$ cat src/rtl/fifo_flagged_if.sv
// Handshake and status bundle for fifo_flagged: producer/consumer side is master, FIFO is slave.
interface fifo_flagged_if #(
    parameter int unsigned ADDR_WIDTH = 4,
    parameter int unsigned DATA_WIDTH = 8
);
    logic                  WR;
    logic [DATA_WIDTH-1:0] DIN;
    logic                  RD;
    logic [DATA_WIDTH-1:0] DOUT;
    logic                  rd_valid;
    logic [ADDR_WIDTH:0]   count;
    logic                  full;
    logic                  notEmpty;
    logic                  almost_full;
    logic                  almost_empty;
    logic                  err_clr;
    logic                  overflow;
    logic                  underflow;

    modport master (
        output WR, DIN, RD, err_clr,
        input  DOUT, rd_valid, count, full, notEmpty, almost_full, almost_empty,
               overflow, underflow
    );

    modport slave (
        input  WR, DIN, RD, err_clr,
        output DOUT, rd_valid, count, full, notEmpty, almost_full, almost_empty,
               overflow, underflow
    );
endinterface

$ cat src/rtl/fifo_flagged.sv
// Single-clock FIFO with registered read data, occupancy count and threshold flags.
// Sticky overflow/underflow flags are built only when FIFO_ERR_FLAGS_EN is defined.
module fifo_flagged #(
    parameter int unsigned ADDR_WIDTH      = 4,
    parameter int unsigned DATA_WIDTH      = 8,
    parameter int unsigned ALMOST_FULL_TH  = 2**ADDR_WIDTH - 2,
    parameter int unsigned ALMOST_EMPTY_TH = 2
) (
    input logic           clk,
    input logic           rst,
    fifo_flagged_if.slave bus
);
    localparam int unsigned DEPTH = 2**ADDR_WIDTH;
    localparam logic [ADDR_WIDTH:0] DEPTH_C = (ADDR_WIDTH + 1)'(DEPTH);
    localparam logic [ADDR_WIDTH:0] AF_TH_C = (ADDR_WIDTH + 1)'(ALMOST_FULL_TH);
    localparam logic [ADDR_WIDTH:0] AE_TH_C = (ADDR_WIDTH + 1)'(ALMOST_EMPTY_TH);

    logic [DATA_WIDTH-1:0] mem_q [DEPTH];
    logic [ADDR_WIDTH-1:0] wr_ptr_q, rd_ptr_q;
    logic [ADDR_WIDTH:0]   count_q, count_d;
    logic [DATA_WIDTH-1:0] dout_q;
    logic                  rd_valid_q;
    logic                  rd_acc, wr_acc;

    // Status flags look only at the count register, never at this cycle's requests.
    assign bus.full         = (count_q == DEPTH_C);
    assign bus.notEmpty     = (count_q != '0);
    assign bus.almost_full  = (count_q >= AF_TH_C);
    assign bus.almost_empty = (count_q <= AE_TH_C);
    assign bus.count        = count_q;
    assign bus.DOUT         = dout_q;
    assign bus.rd_valid     = rd_valid_q;

    // No read bypass on empty; a full FIFO still takes a write when a read frees a slot.
    assign rd_acc = bus.RD & bus.notEmpty;
    assign wr_acc = bus.WR & (~bus.full | rd_acc);

    always_comb begin
        count_d = count_q;
        if (wr_acc && !rd_acc) begin
            count_d = count_q + 1'b1;
        end else if (rd_acc && !wr_acc) begin
            count_d = count_q - 1'b1;
        end
    end

    always_ff @(posedge clk) begin
        if (!rst && wr_acc) begin
            mem_q[wr_ptr_q] <= bus.DIN;
        end
    end

    always_ff @(posedge clk) begin
        if (rst) begin
            wr_ptr_q   <= '0;
            rd_ptr_q   <= '0;
            count_q    <= '0;
            dout_q     <= '0;
            rd_valid_q <= 1'b0;
        end else begin
            if (wr_acc) begin
                wr_ptr_q <= wr_ptr_q + 1'b1;
            end
            if (rd_acc) begin
                rd_ptr_q <= rd_ptr_q + 1'b1;
                dout_q   <= mem_q[rd_ptr_q];
            end
            count_q    <= count_d;
            rd_valid_q <= rd_acc;
        end
    end

`ifdef FIFO_ERR_FLAGS_EN
    logic overflow_q, underflow_q;

    // A new error in the same cycle as err_clr keeps the flag set.
    always_ff @(posedge clk) begin
        if (rst) begin
            overflow_q  <= 1'b0;
            underflow_q <= 1'b0;
        end else begin
            if (bus.WR && !wr_acc) begin
                overflow_q <= 1'b1;
            end else if (bus.err_clr) begin
                overflow_q <= 1'b0;
            end
            if (bus.RD && !bus.notEmpty) begin
                underflow_q <= 1'b1;
            end else if (bus.err_clr) begin
                underflow_q <= 1'b0;
            end
        end
    end

    assign bus.overflow  = overflow_q;
    assign bus.underflow = underflow_q;
`else
    logic unused_err_clr;
    assign unused_err_clr = bus.err_clr;
    assign bus.overflow   = 1'b0;
    assign bus.underflow  = 1'b0;
`endif
endmodule
$ cat src/flat_wrapper.sv
// flat-port wrapper written by rule: the top's interface ports become plain ports
module fifo_flagged_flat 
#(
    parameter int unsigned ADDR_WIDTH      = 4,
    parameter int unsigned DATA_WIDTH      = 8,
    parameter int unsigned ALMOST_FULL_TH  = 2**ADDR_WIDTH - 2,
    parameter int unsigned ALMOST_EMPTY_TH = 2
)
  (clk, rst, bus_WR, bus_DIN, bus_RD, bus_err_clr, bus_DOUT, bus_rd_valid, bus_count, bus_full, bus_notEmpty, bus_almost_full, bus_almost_empty, bus_overflow, bus_underflow);
  fifo_flagged_if #(.ADDR_WIDTH(ADDR_WIDTH), .DATA_WIDTH(DATA_WIDTH)) bus_i ();
  input logic clk;
  input logic rst;
  input wire logic [$bits(bus_i.WR)-1:0] bus_WR;
  input wire logic [$bits(bus_i.DIN)-1:0] bus_DIN;
  input wire logic [$bits(bus_i.RD)-1:0] bus_RD;
  input wire logic [$bits(bus_i.err_clr)-1:0] bus_err_clr;
  output wire logic [$bits(bus_i.DOUT)-1:0] bus_DOUT;
  output wire logic [$bits(bus_i.rd_valid)-1:0] bus_rd_valid;
  output wire logic [$bits(bus_i.count)-1:0] bus_count;
  output wire logic [$bits(bus_i.full)-1:0] bus_full;
  output wire logic [$bits(bus_i.notEmpty)-1:0] bus_notEmpty;
  output wire logic [$bits(bus_i.almost_full)-1:0] bus_almost_full;
  output wire logic [$bits(bus_i.almost_empty)-1:0] bus_almost_empty;
  output wire logic [$bits(bus_i.overflow)-1:0] bus_overflow;
  output wire logic [$bits(bus_i.underflow)-1:0] bus_underflow;
  assign bus_i.WR = bus_WR;
  assign bus_i.DIN = bus_DIN;
  assign bus_i.RD = bus_RD;
  assign bus_i.err_clr = bus_err_clr;
  assign bus_DOUT = bus_i.DOUT;
  assign bus_rd_valid = bus_i.rd_valid;
  assign bus_count = bus_i.count;
  assign bus_full = bus_i.full;
  assign bus_notEmpty = bus_i.notEmpty;
  assign bus_almost_full = bus_i.almost_full;
  assign bus_almost_empty = bus_i.almost_empty;
  assign bus_overflow = bus_i.overflow;
  assign bus_underflow = bus_i.underflow;
  fifo_flagged #(.ADDR_WIDTH(ADDR_WIDTH), .DATA_WIDTH(DATA_WIDTH), .ALMOST_FULL_TH(ALMOST_FULL_TH), .ALMOST_EMPTY_TH(ALMOST_EMPTY_TH)) u_core (.clk(clk), .rst(rst), .bus(bus_i));
endmodule
$ cat config.mk
export PLATFORM = sky130hd
export DESIGN_NAME = fifo_flagged_flat
export DESIGN_NICKNAME = d
export VERILOG_FILES = /design/src/rtl/fifo_flagged_if.sv /design/src/rtl/fifo_flagged.sv /design/src/flat_wrapper.sv
export SDC_FILE = /design/constraint.sdc
export NUM_CORES = 1
export LEC_CHECK = 0
export CAP_MARGIN = 20
export CORE_MARGIN = 4
export CORE_UTILIZATION = 40
export DETAILED_ROUTE_END_ITERATION = 8
export PLACE_DENSITY = 0.66
export SYNTH_ARGS = -nofsm -noshare
export SYNTH_HDL_FRONTEND = slang
export SYNTH_SLANG_ARGS = --single-unit
$ cat constraint.sdc
create_clock -name clk -period 6.5 [get_ports clk]
set_input_delay 0.975 -clock clk [delete_from_list [all_inputs] [get_ports clk]]
set_output_delay 0.975 -clock clk [all_outputs]
set_load 0.005 [all_outputs]
**The metal 2 layer**

Scale: 4 px per um.
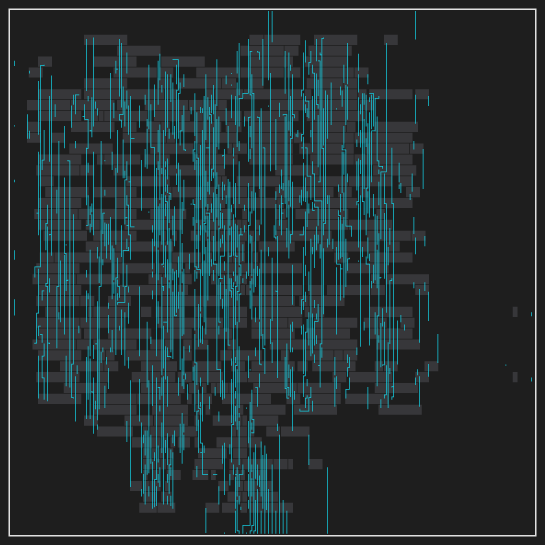
share of all routed wire: 50%
nets with wire on the layer: 369
longest straight run: 56.6 um
via total after detailed routing: 3,326
GRT met2 Usage: 25.2%

**Placed cells, one color a class**

Scale: 3 px per um. Fill, decap, tap and diode cells in gray.
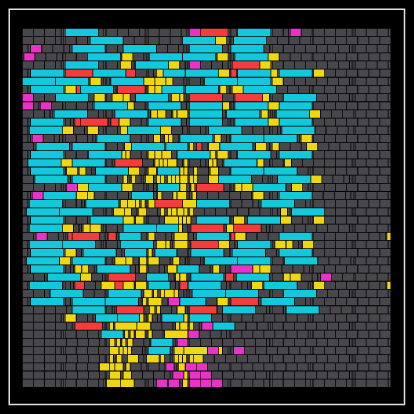
legend:
  other buffers and delay cells:
    color: magenta
    cells: 31
    share_of_their_area: 4.7%
  clock drivers and dummy loads:
    color: red
    cells: 32
    share_of_their_area: 8.3%
  flops:
    color: cyan
    cells: 150
    share_of_their_area: 63%
  all other logic:
    color: yellow
    cells: 230
    share_of_their_area: 24%
Core Area: 0.0147 mm^2
num rows: 44
fraction of area in registers: 60.8%
Core Util, Final: 48.0%

**Clock distribution**

Scale: 4 px per um.
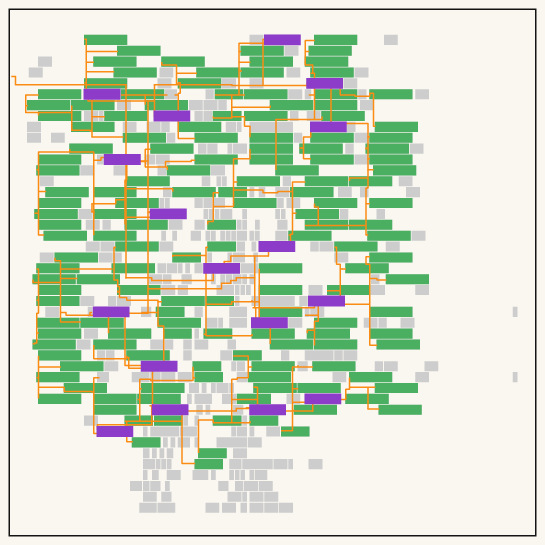
legend:
  flip-flops:
    color: green
    count: 150
  clock wires:
    color: orange
    length: 1,630 um
  cells driving clock nets:
    color: purple
    count: 17
routed clock nets: 18
Fin Clk Skew: 5.11 ps
Clk power: 930 uW
clock group share of total power: 37.2%

==> results_slide.txt <==
Run Summary

Outcome
  – Run status: finished, final reports clean

Drt
  – Initial DRC Count: 196
  – Routed length on met2: 6310 um
  – DRT Pass-1 Iters: 4
  – Via/cell ratio: 5.30
  – Routed Antenna Nets: 0
  – Met3 WL post-DR: 517 um
  – DR top layer: met4
  – Routed WL: 12,600 um

Global route
  – GRT Residual Overflow: 0
  – Busiest layer in global routing: met2
  – Gr usage total: 14.9%
  – M1 GR Usage: 18.0%
  – First-pass GRT wire length: 19,400 um
  – Initial antenna violation count: 0

Timing
  – Least-Margin Pin Slew: 952 ps
  – Post-route setup slack: 2880 ps
  – FMAX: 0.276 GHz
  – Cycle use final: 55.7%
  – Max-slew violation count: 0
  – Min cycle time layout: 3620 ps
  – Final Setup Violations: 0
  – Setup TNS: 0 ps

Synth
  – Unique cell types: 31
  – Post-synth area from yosys stat: 0.00607 mm^2
  – Number of enable flip-flop cells: 128
  – Asr flop ratio synth: 0%
  – Yosys Instances: 400
  – Yosys reg bits: 150
  – Most common reg cell: edfxtp_1
  – Synth Instances: 400
  – Syn Std Cell Area: 0.00607 mm^2
  – Sequential area share after synthesis: 70.5%
  – Avg Cell Area, Syn: 15.2 um^2

Hold path
  – Hold EP: u_core.bus.DOUT[3]$_SDFFE_PP0N_
  – Hold Crit Depth: 2
  – Worst Hold Launch: u_core.bus.DOUT[3]$_SDFFE_PP0N_

Placed design
  – Cell area after placement: 0.00646 mm^2
  – Routability Congestion: 0.828
  – Final HPWL DP: 8050 um
  – IO buf count: 29
  – Cells after DPL: 594

Clock network
  – Clock Sinks: 150
  – Hold Buf Count CTS: 0
  – CTS tree: done
  – Num CTS Buffers: 17
  – Clk_lat worst skew: 420 ps
  – Clock root cell: clkbuf_16

Critical path
  – Setup CP Type: input pin to flip-flop
  – Worst R2R End: u_core.bus.count[4]$_SDFFE_PP0P_
  – R2R cell count: 10
  – Worst setup startpoint: bus_RD
  – Crit path arrival time: 3930 ps
  – Max FO, Critical Path: 21

Floorplanning
  – Initial Utilization: 41.3%
  – Die Y: 131 um
  – Die Width: 131 um
  – Chip area: 0.0172 mm^2

Layout
  – Syn-to-layout area delta: 16.1%
  – Most numerous logic cell after layout: edfxtp_1
  – Final Cell Area: 0.00705 mm^2
  – Non-filler cells in the finished layout: 627
  – Layout cell share with drive strength beyond 1: 8.35%
  – Register bank with the most flops: u_core.mem_q
  – ANT cells: 0
  – Number of fill cells in the layout: 1,204

Pwr
  – Power density over the cells: 355 mW/mm^2
  – Peak VDD IR: 0.000176 V
  – Lkg Pwr: 0.00220 uW

Flow run
  – Stage-log warning count: 30
==> synthesized netlist by cell type (all sizes together) (2+ instances only) <==
| master | n | area (um^2) |
|---|---|---|
| a211oi | 8 | 60.1 |
| a21o | 2 | 15.0 |
| a21oi | 7 | 35.0 |
| buf | 17 | 133 |
| clkbuf | 4 | 15.0 |
| dfxtp | 22 | 440 |
| edfxtp | 128 | 3840 |
| ha | 9 | 113 |
| inv | 10 | 37.5 |
| mux2i | 66 | 661 |
| nand2 | 13 | 48.8 |
| nand3 | 2 | 10.0 |
| nand3b | 4 | 30.0 |
| nand4 | 2 | 12.5 |
| nor2 | 47 | 176 |
| nor4 | 9 | 71.3 |
| o22ai | 32 | 200 |
| or3 | 2 | 12.5 |
| xnor2 | 3 | 26.3 |
| xor2 | 6 | 52.6 |
==> critical path, cell delays in order <==
cell	delay, ps
clkdlybuf4s50_1	460
inv_1	70
a21oi_2	700
inv_2	100
ha_1	280
inv_1	150
ha_1	290
a21o_1	170
a21oi_1	180
mux2i_1	220
mux2_2	340
==> area by class of cell <==
class | count | area, um^2 | share of cell area [%]
multi-input combinational | 220 | 1610 | 22.9
tap | 184 | 230 | 3.26
sequential | 150 | 4290 | 60.8
inverter | 10 | 37.5 | 0.532
clock inverter | 13 | 134 | 1.90
clock buffer | 19 | 433 | 6.14
timing repair buffer | 31 | 318 | 4.51
==> cells by family after synthesis <==
group           synth area share, %
other cells                  0.0617
compound gates                 5.60
fa+ha+maj                      2.18
simple gates                   6.20
mux                            11.1
buf+inv                        3.05
xor+xnor                       1.30
flops                          70.5
==> power breakdown <==
part | internal, uW | switching, uW | total [uW]
logic | 201 | 215 | 415
registers | 1090 | 62.4 | 1160
clock network | 561 | 369 | 930
Power figures rest on the tool's default switching activity, not on a simulated workload.
